### src/rtl/sram_if_pkg.sv
// rtl/sram_if_pkg.sv - shared SRAM request-port constants and reader state type
package sram_if_pkg;

  localparam logic SRAM_RW_READ  = 1'b1;
  localparam logic SRAM_RW_WRITE = 1'b0;
  localparam int   SRAM_ADDR_W   = 16;
  localparam int   SRAM_DATA_W   = 16;

  typedef enum logic [1:0] {
    IDLE,
    REQ,
    WAIT_ACK,
    WAIT_DONE
  } reader_state_e;

endpackage

### src/rtl/sram_line_reader_if.sv
// rtl/sram_line_reader_if.sv - SRAM mux client port plus pixel stream of the line reader
interface sram_line_reader_if;
  import sram_if_pkg::*;

  logic                   sram_start_n;
  logic                   sram_rw;
  logic [SRAM_ADDR_W-1:0] sram_addr;
  logic [SRAM_DATA_W-1:0] sram_data;
  logic                   sram_ready;
  logic [SRAM_DATA_W-1:0] sram_data_in;

  logic [SRAM_DATA_W-1:0] pix_data;
  logic                   pix_valid;
  logic                   pix_ready;

  modport master (
    output sram_start_n, sram_rw, sram_addr, sram_data, pix_data, pix_valid,
    input  sram_ready, sram_data_in, pix_ready
  );

  modport slave (
    input  sram_start_n, sram_rw, sram_addr, sram_data, pix_data, pix_valid,
    output sram_ready, sram_data_in, pix_ready
  );

endinterface

### src/rtl/sync_fifo.sv
// rtl/sync_fifo.sv - first-word-fall-through FIFO with registered head, valid and count
module sync_fifo #(
  parameter int WIDTH = 16,
  parameter int DEPTH = 16
) (
  input  logic                     clk,
  input  logic                     reset_n,
  input  logic                     wr_en,
  input  logic [WIDTH-1:0]         wr_data,
  input  logic                     rd_en,
  output logic [WIDTH-1:0]         rd_data,
  output logic                     valid,
  output logic [$clog2(DEPTH):0]   count
);

  localparam int AW = $clog2(DEPTH);
  localparam logic [AW:0] FULL_CNT = (AW+1)'(DEPTH);
  localparam logic [AW:0] ONE_CNT  = (AW+1)'(1);

  logic [WIDTH-1:0] mem [DEPTH];
  logic [AW-1:0]    wr_ptr;
  logic [AW-1:0]    rd_ptr;
  logic             push;
  logic             pop;
  logic [AW:0]      count_next;
  logic [WIDTH-1:0] head_next;

  assign pop  = rd_en && valid;
  assign push = wr_en && ((count != FULL_CNT) || pop);

  // Head is kept in its own register so the stream output never passes through the read mux.
  always_comb begin
    count_next = count;
    if (push && !pop)
      count_next = count + ONE_CNT;
    else if (!push && pop)
      count_next = count - ONE_CNT;

    head_next = rd_data;
    if (pop && (count > ONE_CNT))
      head_next = mem[rd_ptr + AW'(1)];
    else if (push && ((count == '0) || (pop && (count == ONE_CNT))))
      head_next = wr_data;
  end

  always_ff @(posedge clk or negedge reset_n) begin
    if (!reset_n) begin
      wr_ptr  <= '0;
      rd_ptr  <= '0;
      count   <= '0;
      valid   <= 1'b0;
      rd_data <= '0;
      for (int i = 0; i < DEPTH; i++)
        mem[i] <= '0;
    end else begin
      if (push) begin
        mem[wr_ptr] <= wr_data;
        wr_ptr      <= wr_ptr + AW'(1);
      end
      if (pop)
        rd_ptr <= rd_ptr + AW'(1);
      count   <= count_next;
      valid   <= (count_next != '0);
      rd_data <= head_next;
    end
  end

endmodule

### src/rtl/sram_line_reader.sv
// rtl/sram_line_reader.sv - fetches one line of SRAM words into a FIFO and streams them out
module sram_line_reader
  import sram_if_pkg::*;
#(
  parameter int LINE_WORDS = 160,
  parameter int FIFO_DEPTH = 16
) (
  input  logic                   clk,
  input  logic                   reset_n,
  input  logic                   line_start,
  input  logic [SRAM_ADDR_W-1:0] base_addr,
  output logic                   busy,
  output logic                   line_done,
  output logic                   overrun_err,
  sram_line_reader_if.master     bus
);

  localparam int CNT_W = $clog2(FIFO_DEPTH) + 1;
  localparam logic [CNT_W-1:0] FIFO_FULL = CNT_W'(FIFO_DEPTH);
  localparam logic [15:0]      WORDS     = 16'(LINE_WORDS);

  reader_state_e          state;
  logic [SRAM_ADDR_W-1:0] addr_cnt;
  logic [15:0]            word_cnt;
  logic [CNT_W-1:0]       fifo_count;
  logic                   push;

  assign push          = (state == WAIT_DONE) && bus.sram_ready;
  assign bus.sram_rw   = SRAM_RW_READ;
  assign bus.sram_data = '0;

  always_ff @(posedge clk or negedge reset_n) begin
    if (!reset_n) begin
      state            <= IDLE;
      addr_cnt         <= '0;
      word_cnt         <= '0;
      busy             <= 1'b0;
      line_done        <= 1'b0;
      overrun_err      <= 1'b0;
      bus.sram_start_n <= 1'b1;
      bus.sram_addr    <= '0;
    end else begin
      line_done        <= 1'b0;
      bus.sram_start_n <= 1'b1;
      if (line_start && (state != IDLE))
        overrun_err <= 1'b1;

      case (state)
        IDLE: begin
          if (line_start) begin
            addr_cnt <= base_addr;
            word_cnt <= WORDS;
            busy     <= 1'b1;
            state    <= REQ;
          end
        end
        // Space is reserved before issuing, so the returning word always fits.
        REQ: begin
          if (bus.sram_ready && (fifo_count < FIFO_FULL)) begin
            bus.sram_start_n <= 1'b0;
            bus.sram_addr    <= addr_cnt;
            state            <= WAIT_ACK;
          end
        end
        WAIT_ACK: begin
          if (!bus.sram_ready)
            state <= WAIT_DONE;
        end
        WAIT_DONE: begin
          if (bus.sram_ready) begin
            addr_cnt <= addr_cnt + 16'd1;
            word_cnt <= word_cnt - 16'd1;
            if (word_cnt == 16'd1) begin
              line_done <= 1'b1;
              busy      <= 1'b0;
              state     <= IDLE;
            end else begin
              state <= REQ;
            end
          end
        end
        default: state <= IDLE;
      endcase
    end
  end

  sync_fifo #(
    .WIDTH (SRAM_DATA_W),
    .DEPTH (FIFO_DEPTH)
  ) u_fifo (
    .clk     (clk),
    .reset_n (reset_n),
    .wr_en   (push),
    .wr_data (bus.sram_data_in),
    .rd_en   (bus.pix_ready),
    .rd_data (bus.pix_data),
    .valid   (bus.pix_valid),
    .count   (fifo_count)
  );

endmodule

### src/flat_wrapper.sv
// flat-port wrapper written by rule: the top's interface ports become plain ports
module sram_line_reader_flat import sram_if_pkg::*;
#(
  parameter int LINE_WORDS = 160,
  parameter int FIFO_DEPTH = 16
)
  (clk, reset_n, line_start, base_addr, busy, line_done, overrun_err, bus_sram_start_n, bus_sram_rw, bus_sram_addr, bus_sram_data, bus_pix_data, bus_pix_valid, bus_sram_ready, bus_sram_data_in, bus_pix_ready);
  sram_line_reader_if bus_i ();
  input  logic clk;
  input  logic reset_n;
  input  logic line_start;
  input  logic [SRAM_ADDR_W-1:0] base_addr;
  output logic busy;
  output logic line_done;
  output logic overrun_err;
  output wire logic [$bits(bus_i.sram_start_n)-1:0] bus_sram_start_n;
  output wire logic [$bits(bus_i.sram_rw)-1:0] bus_sram_rw;
  output wire logic [$bits(bus_i.sram_addr)-1:0] bus_sram_addr;
  output wire logic [$bits(bus_i.sram_data)-1:0] bus_sram_data;
  output wire logic [$bits(bus_i.pix_data)-1:0] bus_pix_data;
  output wire logic [$bits(bus_i.pix_valid)-1:0] bus_pix_valid;
  input wire logic [$bits(bus_i.sram_ready)-1:0] bus_sram_ready;
  input wire logic [$bits(bus_i.sram_data_in)-1:0] bus_sram_data_in;
  input wire logic [$bits(bus_i.pix_ready)-1:0] bus_pix_ready;
  assign bus_sram_start_n = bus_i.sram_start_n;
  assign bus_sram_rw = bus_i.sram_rw;
  assign bus_sram_addr = bus_i.sram_addr;
  assign bus_sram_data = bus_i.sram_data;
  assign bus_pix_data = bus_i.pix_data;
  assign bus_pix_valid = bus_i.pix_valid;
  assign bus_i.sram_ready = bus_sram_ready;
  assign bus_i.sram_data_in = bus_sram_data_in;
  assign bus_i.pix_ready = bus_pix_ready;
  sram_line_reader #(.LINE_WORDS(LINE_WORDS), .FIFO_DEPTH(FIFO_DEPTH)) u_core (.clk(clk), .reset_n(reset_n), .line_start(line_start), .base_addr(base_addr), .busy(busy), .line_done(line_done), .overrun_err(overrun_err), .bus(bus_i));
endmodule
### config.mk
export PLATFORM = sky130hd
export DESIGN_NAME = sram_line_reader_flat
export DESIGN_NICKNAME = d
export VERILOG_FILES = /design/src/rtl/sram_if_pkg.sv /design/src/rtl/sram_line_reader_if.sv /design/src/rtl/sync_fifo.sv /design/src/rtl/sram_line_reader.sv /design/src/flat_wrapper.sv
export SDC_FILE = /design/constraint.sdc
export NUM_CORES = 1
export LEC_CHECK = 0
export CAP_MARGIN = 25
export CORE_ASPECT_RATIO = 1.4
export CORE_MARGIN = 5
export CORE_UTILIZATION = 55
export CTS_BUF_LIST = sky130_fd_sc_hd__clkbuf_16
export DETAILED_ROUTE_END_ITERATION = 8
export DONT_BUFFER_PORTS = 1
export PLACE_DENSITY = 0.81
export REMOVE_ABC_BUFFERS = 1
export SLEW_MARGIN = 20
export SYNTH_ARGS = -nofsm -noshare
export SYNTH_HDL_FRONTEND = slang
export SYNTH_HIERARCHICAL = 1
export SYNTH_SLANG_ARGS = --single-unit
### constraint.sdc
create_clock -name clk -period 4.05 [get_ports clk]
set_clock_uncertainty 0.15 [all_clocks]
set_input_delay 0.405 -clock clk [delete_from_list [all_inputs] [get_ports clk]]
set_output_delay 0.405 -clock clk [all_outputs]
set_load 0.02 [all_outputs]
==> run summary <==
Physical implementation

For this run, the detailed router's first-pass iteration total came to 5. The flow ran to the end, but the final reports show violations. Setup repair after global routing left no endpoint under its margin. The layout has 36 clock buffers. The worst path meets setup with 859.0 ps of slack. The final critical-path required period is 3191 ps. The biggest slice of the total power is consumed by sequential cells.

In this build the clock could be raised as far as 313.4 MHz. The cell type with the largest total area after synthesis is sky130_fd_sc_hd__dfrtp_1. The logs give a warning total of 39. Multi-input combinational cells in the finished layout were counted as 743.

The fraction of area in non-clock buffers is 0.02782. In this run the clock root is driven by a sky130_fd_sc_hd__clkbuf_16. The report puts the hold buffer count at CTS at 29. The layout has 18 inverters outside the clock class. The total count of hold-check failures in the final report is 340. Once placement finished, the instance area stood at 0.01645 mm^2.

Of the total standard cell area in the layout, the multi-input combinational portion is 0.4020. The synthesized netlist occupies a cell area of 0.01620 mm^2. The clock tree from TritonCTS is built. The share of the synthesized area in the top cell type is 0.5235. The post-synth tally of flip-flops with integrated enable is 0. Endpoints with negative setup slack in the final report add up to 0. After detailed routing, the total wire length is 38.17 mm. The main flop type is sky130_fd_sc_hd__dfrtp_1. The met1 usage in global routing is 0.2888. The final timing summary puts the cycle share of the worst path at 0.7879. The maximum number of pins on one net before global-route repair is 341. The number of gates resized after cts is 0.

In this run the critical register-to-register path is captured at u_core/u_fifo/rd_data[7]$_DFFE_PN0P_. The final-report max-slew violation count is 0. The die covers 0.03304 mm^2. The final setup TNS is 0 ps. Across all layers, the routed design uses 10.36k vias.

The congestion estimate from routability-driven global placement came to 0.7880. After detailed placement, the design holds a cell count of 1506. The residual antenna-violating net count after detailed routing is 0. Once layout is complete, the cells apart from fillers number 1598. By area, the class that comes first in the final layout consists of flip-flops and latches. The most common cell after layout, fill and taps aside is sky130_fd_sc_hd__dfrtp_1. The final reports fail on hold timing. Per the layout area report, the combinational gate area comes to 0.007196 mm^2.

The worst slack at placement is 957.8 ps. The max-slew check reports its worst relative slack as 0.3010. The most common logic cells in the final layout are sky130_fd_sc_hd__dfrtp_1, sky130_fd_sc_hd__mux2_2, sky130_fd_sc_hd__mux4_2. The first global-routing pass estimated 60.73 mm of wire. The finished design was reported to have a net count of 1246. Across all hold checks on the routed design, the worst slack comes to -583.0 ps. The worst-case IR drop observed on VDD is 0.4444 mV. In this run the most used layer during global routing was met2. The CTS report gives the tree buffer count as 35. The startpoint of the worst register-to-register path is u_core/state[0]$_DFFE_PN0P_. The synthesis report lists the most area-consuming cells as sky130_fd_sc_hd__dfrtp_1, sky130_fd_sc_hd__mux2_2, sky130_fd_sc_hd__mux4_2. The number of standard cells reported by yosys is 1190.

Pin placement for this block handled 91 I/O pins. The power drawn by the clock network is 0.00322 W. The final antenna diode tally reported by the flow is 0. The standard-cell row count is 74.

Synthesis produced 1190 cells. In the final layout, the share of cells above drive strength 1 is 0.3530. The OpenROAD report gives the critical path a required time of 4240 ps. The capture point of the worst path is u_core/u_fifo/rd_data[7]$_DFFE_PN0P_. Per report_power, the Combinational row totals 0.00443 W.
-- worst max-delay path, cell delays in order, from the launching register on --
cell and delay, ps:
sky130_fd_sc_hd__dfrtp_1 390, sky130_fd_sc_hd__ha_1 190, sky130_fd_sc_hd__nand2_1 130, sky130_fd_sc_hd__inv_1 410, sky130_fd_sc_hd__nor4b_2 300, sky130_fd_sc_hd__buf_4 300, sky130_fd_sc_hd__nand2_1 580, sky130_fd_sc_hd__a211oi_1 460
sky130_fd_sc_hd__a41oi_1 90
-- kinds of logic (layout without fill, tap and decap cells) --
kind of cell,count (synthesis),count (layout),share of synthesized area
mux,345,345,0.2839
buf+inv,122,135,0.03598
simple gates,170,170,0.05992
fa+ha+maj,16,16,0.01235
flops,340,340,0.5251
xor+xnor,12,12,0.006486
other cells,2,17,0.0004635
compound gates,183,183,0.07575
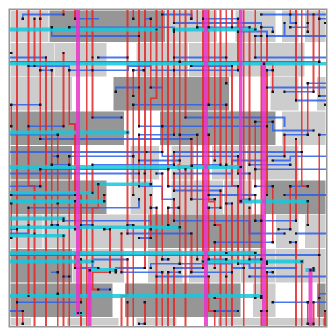
closeup.png
Window x 65 to 90, y 51 to 76 um. Cells in grey, sequential cells in the stronger grey; small squares are vias.
[M1] blue
[M4] magenta
[M3] cyan
[M2] red
most frequent: dfrtp_1 (11), mux2_2 (10), o21ai_0 (4)
netlist names of flops here include: `u_core/u_fifo/mem` (9), `u_core/u_fifo/rd_data` (2)
cells with their middle in the window: 37
sequential cells in the window: 11

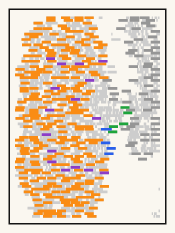
ff_map.png
Scale: 1 px per um. Other sequential cells in the stronger grey, the rest of the logic in the fainter grey.
[`u_core/u_fifo/mem`] orange | flops: 256
[`u_core/u_fifo/count`] green | flops: 5 | where: right middle
[`u_core/u_fifo/rd_ptr`] blue | flops: 4
[`u_core/u_fifo/rd_data`] purple | flops: 16
register area: 0.008513 mm^2
fraction of area in registers: 0.4756
flip-flop and latch power: 0.00569 W
Final Util: 0.6137

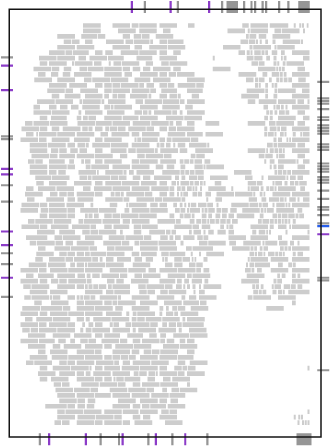
pinout.png
Scale: 2 px per um. Pins as bars across the die edge, other pins in grey.
[`line_done`] blue | pins: 1 | direction: output | edge: right
[`bus_sram_data_in`] purple | pins: 16 | direction: input | edge: 7 left, 5 bottom, 3 top, 1 right
all pins by edge: 32 right, 25 top, 19 bottom, 15 left
die boundary height: 213.1 um
width of the die: 155.1 um
Port Buffers: 0

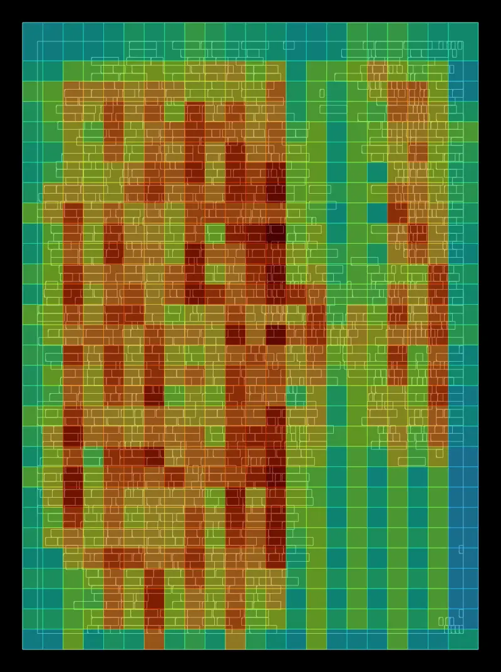
congestion_map.png
DR WL/cell: 23.89 um
met3 Usage GRT: 0.04339

Power is estimated from default activity; no workload was simulated.
